gates.png
The bar under the picture is 20 um long.
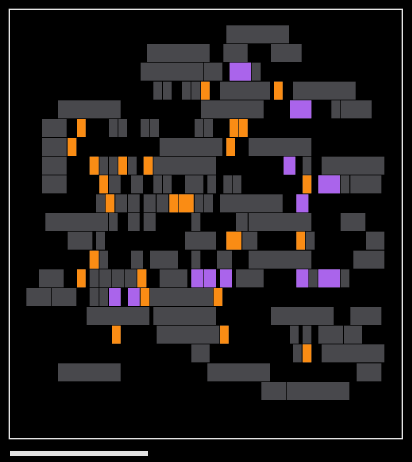
layers.png
The bar under the picture is 20 um long.
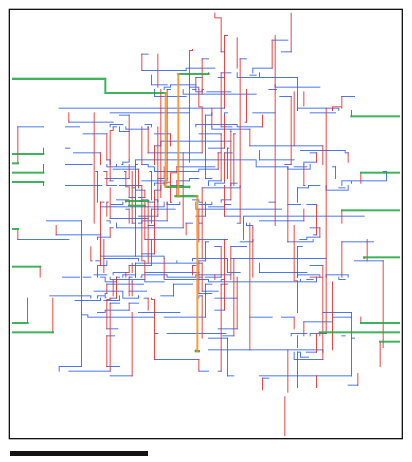
File: src/rtl/serial_subtractor_nbit_if.sv
// Handshake/operand bundle for serial_subtractor_nbit.
// Build option: SUB_SIGNED_OVF_EN adds the signed overflow result line.
//   master: controller side, drives start/a/b/borrow_in and reads the results
//   slave : subtractor side, reads the request and drives the results
interface serial_subtractor_nbit_if #(
  parameter int unsigned NUMB_BITS = 4
);
  logic                 start;
  logic [NUMB_BITS-1:0] a;
  logic [NUMB_BITS-1:0] b;
  logic                 borrow_in;
  logic [NUMB_BITS-1:0] difference;
  logic                 borrow_out;
  logic                 busy;
  logic                 done;
`ifdef SUB_SIGNED_OVF_EN
  logic                 overflow;

  modport master (
    output start, a, b, borrow_in,
    input  difference, borrow_out, busy, done, overflow
  );
  modport slave (
    input  start, a, b, borrow_in,
    output difference, borrow_out, busy, done, overflow
  );
`else
  modport master (
    output start, a, b, borrow_in,
    input  difference, borrow_out, busy, done
  );
  modport slave (
    input  start, a, b, borrow_in,
    output difference, borrow_out, busy, done
  );
`endif
endinterface

File: src/rtl/serial_subtractor_nbit.sv
// Bit-serial subtractor: difference = a - b - borrow_in, one bit per clock,
// LSB first, through a single full-subtractor cell.
// Build option: SUB_SIGNED_OVF_EN adds the registered bus.overflow result.
// Ports:
//   clk   - system clock, rising edge
//   n_rst - asynchronous active-low reset
//   bus   - slave side of serial_subtractor_nbit_if:
//           start/a/b/borrow_in request (sampled only on the accepting edge),
//           difference/borrow_out result registers, busy, done pulse
module serial_subtractor_nbit #(
  parameter int unsigned NUMB_BITS = 4
) (
  input  logic                         clk,
  input  logic                         n_rst,
  serial_subtractor_nbit_if.slave      bus
);

  localparam int unsigned CNT_W = $clog2(NUMB_BITS);
  localparam logic [CNT_W-1:0] LAST_BIT = CNT_W'(NUMB_BITS - 1);

  localparam logic [1:0] ST_IDLE  = 2'd0;
  localparam logic [1:0] ST_SHIFT = 2'd1;
  localparam logic [1:0] ST_DONE  = 2'd2;

  logic [1:0]           state_q,  state_d;
  logic [NUMB_BITS-1:0] a_sr_q,   a_sr_d;
  logic [NUMB_BITS-1:0] b_sr_q,   b_sr_d;
  logic [NUMB_BITS-1:0] res_sr_q, res_sr_d;
  logic                 br_q,     br_d;
  logic [CNT_W-1:0]     cnt_q,    cnt_d;
  logic [NUMB_BITS-1:0] diff_q,   diff_d;
  logic                 bout_q,   bout_d;
  logic                 busy_q,   busy_d;
  logic                 done_q,   done_d;
`ifdef SUB_SIGNED_OVF_EN
  logic                 a_msb_q,  a_msb_d;
  logic                 b_msb_q,  b_msb_d;
  logic                 ovf_q,    ovf_d;
`endif

  // Full-subtractor cell on the current LSBs
  logic                 bit_d_c;
  logic                 bit_br_c;
  logic [NUMB_BITS-1:0] res_next_c;

  assign bit_d_c    = a_sr_q[0] ^ b_sr_q[0] ^ br_q;
  assign bit_br_c   = (~a_sr_q[0] & b_sr_q[0]) | (~(a_sr_q[0] ^ b_sr_q[0]) & br_q);
  assign res_next_c = {bit_d_c, res_sr_q[NUMB_BITS-1:1]};

  // Next-state and next-output logic
  always_comb begin
    state_d  = state_q;
    a_sr_d   = a_sr_q;
    b_sr_d   = b_sr_q;
    res_sr_d = res_sr_q;
    br_d     = br_q;
    cnt_d    = cnt_q;
    diff_d   = diff_q;
    bout_d   = bout_q;
    busy_d   = 1'b0;
    done_d   = 1'b0;
`ifdef SUB_SIGNED_OVF_EN
    a_msb_d  = a_msb_q;
    b_msb_d  = b_msb_q;
    ovf_d    = ovf_q;
`endif

    case (state_q)
      ST_IDLE, ST_DONE: begin
        state_d = ST_IDLE;
        if (bus.start) begin
          a_sr_d  = bus.a;
          b_sr_d  = bus.b;
          br_d    = bus.borrow_in;
          cnt_d   = '0;
          busy_d  = 1'b1;
          state_d = ST_SHIFT;
`ifdef SUB_SIGNED_OVF_EN
          a_msb_d = bus.a[NUMB_BITS-1];
          b_msb_d = bus.b[NUMB_BITS-1];
`endif
        end
      end
      ST_SHIFT: begin
        a_sr_d   = a_sr_q >> 1;
        b_sr_d   = b_sr_q >> 1;
        res_sr_d = res_next_c;
        br_d     = bit_br_c;
        cnt_d    = cnt_q + CNT_W'(1);
        busy_d   = 1'b1;
        if (cnt_q == LAST_BIT) begin
          diff_d  = res_next_c;
          bout_d  = bit_br_c;
          busy_d  = 1'b0;
          done_d  = 1'b1;
          state_d = ST_DONE;
`ifdef SUB_SIGNED_OVF_EN
          ovf_d   = (a_msb_q != b_msb_q) && (res_next_c[NUMB_BITS-1] != a_msb_q);
`endif
        end
      end
      default: state_d = ST_IDLE;
    endcase
  end

  // State and output registers
  always_ff @(posedge clk or negedge n_rst) begin
    if (!n_rst) begin
      state_q  <= ST_IDLE;
      a_sr_q   <= '0;
      b_sr_q   <= '0;
      res_sr_q <= '0;
      br_q     <= 1'b0;
      cnt_q    <= '0;
      diff_q   <= '0;
      bout_q   <= 1'b0;
      busy_q   <= 1'b0;
      done_q   <= 1'b0;
`ifdef SUB_SIGNED_OVF_EN
      a_msb_q  <= 1'b0;
      b_msb_q  <= 1'b0;
      ovf_q    <= 1'b0;
`endif
    end else begin
      state_q  <= state_d;
      a_sr_q   <= a_sr_d;
      b_sr_q   <= b_sr_d;
      res_sr_q <= res_sr_d;
      br_q     <= br_d;
      cnt_q    <= cnt_d;
      diff_q   <= diff_d;
      bout_q   <= bout_d;
      busy_q   <= busy_d;
      done_q   <= done_d;
`ifdef SUB_SIGNED_OVF_EN
      a_msb_q  <= a_msb_d;
      b_msb_q  <= b_msb_d;
      ovf_q    <= ovf_d;
`endif
    end
  end

  assign bus.difference = diff_q;
  assign bus.borrow_out = bout_q;
  assign bus.busy       = busy_q;
  assign bus.done       = done_q;
`ifdef SUB_SIGNED_OVF_EN
  assign bus.overflow   = ovf_q;
`endif

endmodule
File: src/flat_wrapper.sv
// flat-port wrapper written by rule: the top's interface ports become plain ports
module serial_subtractor_nbit_flat 
#(
  parameter int unsigned NUMB_BITS = 4
)
  (clk, n_rst, bus_start, bus_a, bus_b, bus_borrow_in, bus_difference, bus_borrow_out, bus_busy, bus_done);
  serial_subtractor_nbit_if #(.NUMB_BITS(NUMB_BITS)) bus_i ();
  input  logic clk;
  input  logic n_rst;
  input wire logic [$bits(bus_i.start)-1:0] bus_start;
  input wire logic [$bits(bus_i.a)-1:0] bus_a;
  input wire logic [$bits(bus_i.b)-1:0] bus_b;
  input wire logic [$bits(bus_i.borrow_in)-1:0] bus_borrow_in;
  output wire logic [$bits(bus_i.difference)-1:0] bus_difference;
  output wire logic [$bits(bus_i.borrow_out)-1:0] bus_borrow_out;
  output wire logic [$bits(bus_i.busy)-1:0] bus_busy;
  output wire logic [$bits(bus_i.done)-1:0] bus_done;
  assign bus_i.start = bus_start;
  assign bus_i.a = bus_a;
  assign bus_i.b = bus_b;
  assign bus_i.borrow_in = bus_borrow_in;
  assign bus_difference = bus_i.difference;
  assign bus_borrow_out = bus_i.borrow_out;
  assign bus_busy = bus_i.busy;
  assign bus_done = bus_i.done;
  serial_subtractor_nbit #(.NUMB_BITS(NUMB_BITS)) u_core (.clk(clk), .n_rst(n_rst), .bus(bus_i));
endmodule
File: config.mk
export PLATFORM = sky130hd
export DESIGN_NAME = serial_subtractor_nbit_flat
export DESIGN_NICKNAME = d
export VERILOG_FILES = /design/src/rtl/serial_subtractor_nbit_if.sv /design/src/rtl/serial_subtractor_nbit.sv /design/src/flat_wrapper.sv
export SDC_FILE = /design/constraint.sdc
export NUM_CORES = 1
export LEC_CHECK = 0
export ABC_AREA = 1
export CORE_ASPECT_RATIO = 1.1
export CORE_MARGIN = 2
export CORE_UTILIZATION = 35
export CTS_CLUSTER_DIAMETER = 50
export DETAILED_ROUTE_END_ITERATION = 8
export PLACE_DENSITY_LB_ADDON = 0.2
export SYNTH_ARGS = -nofsm -noshare
export SYNTH_HDL_FRONTEND = slang
export SYNTH_SLANG_ARGS = --single-unit
File: constraint.sdc
create_clock -name clk -period 1.6 [get_ports clk]
set_clock_uncertainty 0.1 [all_clocks]
set_input_delay 0.24 -clock clk [delete_from_list [all_inputs] [get_ports clk]]
set_output_delay 0.24 -clock clk [all_outputs]
set_load 0.01 [all_outputs]
==> run summary <==
The full implementation flow was run.

The flow ran to the end, and the final reports show no timing, DRC or antenna violations. The I/O pin count stands at 19. The final layout net count stands at 157. The synthesis report names the predominant flop master as dfrtp_1. The most common logic cells in the final layout are nand2_1, dfrtp_1, inv_1. The routed design uses roughly 870 um of met2 wire. The first global-routing pass estimated about 3100 um of wire. The total number of warnings across the stage logs stands at 26.

The final global-route overflow total stands at 0. The biggest area contributor in the post-synthesis netlist is dfrtp_1. The layer flagged by global routing as most heavily used is met2. The detailed router reports a met3 wire length of 112 um. The max-slew violation count stands at 0. In the final routed layout, each cell accounts on average for between 10 and 15 um. The flop count stands at 23. The data arrival time of the worst path stands at around 1200 ps. The initial cell density of the core stands at a little over a third. In this run the number of H-tree levels came out at 1. At the pin with the least slew margin, the transition time is between 300 and 400 ps. The clock-pin transition on the worst setup and hold timing paths stands at roughly 120 ps. The combinational fraction of the cell area stands at 27.6%. Of the post-synthesis cell area, the dominant cell type holds between 50 and 60%. The number of enable-type register cells in the synthesized netlist stands at 0.

The aggregate global-route resource usage stands at between 10% and 20%. The peak ir drop on the vdd network stands at approximately 680 uV. The final sum of negative setup slack stands at 0 ps.

Cells fill between 40 and 50% of the core in the end. In this run, distinct cell masters in the synthesized netlist total 16. The buffers plus inverters on the worst setup path stands at 1. The area fraction in mux cells stands at 0%. The skew report gives the latency at the later pin of the worst-skew pair as around 320 ps. The number of endpoints failing setup at the final stage stands at 0. The total number of cells along the worst setup path stands at 1. Counting every instance in the synthesized netlist gives about 120. The fraction of registers with async set/reset stands at 100%. The depth of the most critical reg-to-reg path stands at 5. In the final layout, flip-flops and latches take up a little over two fifths of the cell area. Of all power groups, the one with the highest power is combinational cells. Per the layout report, the design carries 25 non-clock inverters.

Per the timing report, the most critical flop-to-flop path originates at u_core.state_q[0]. The overall power after layout stands at about 2.5 mW.
Notes on gates.png above:
legend:
  orange:
    family: inv cells
    cells: 25
  purple:
    family: aoi and oai cells
    cells: 12

Notes on layers.png above:
legend:
  orange:
    layer: M4
    wire_length: 53.7 um
  blue:
    layer: M1
    wire_length: 865 um
  green:
    layer: M3
    wire_length: 112 um
  red:
    layer: M2
    wire_length: 869 um

No activity file was given, so power comes from the tool's default toggle rates.
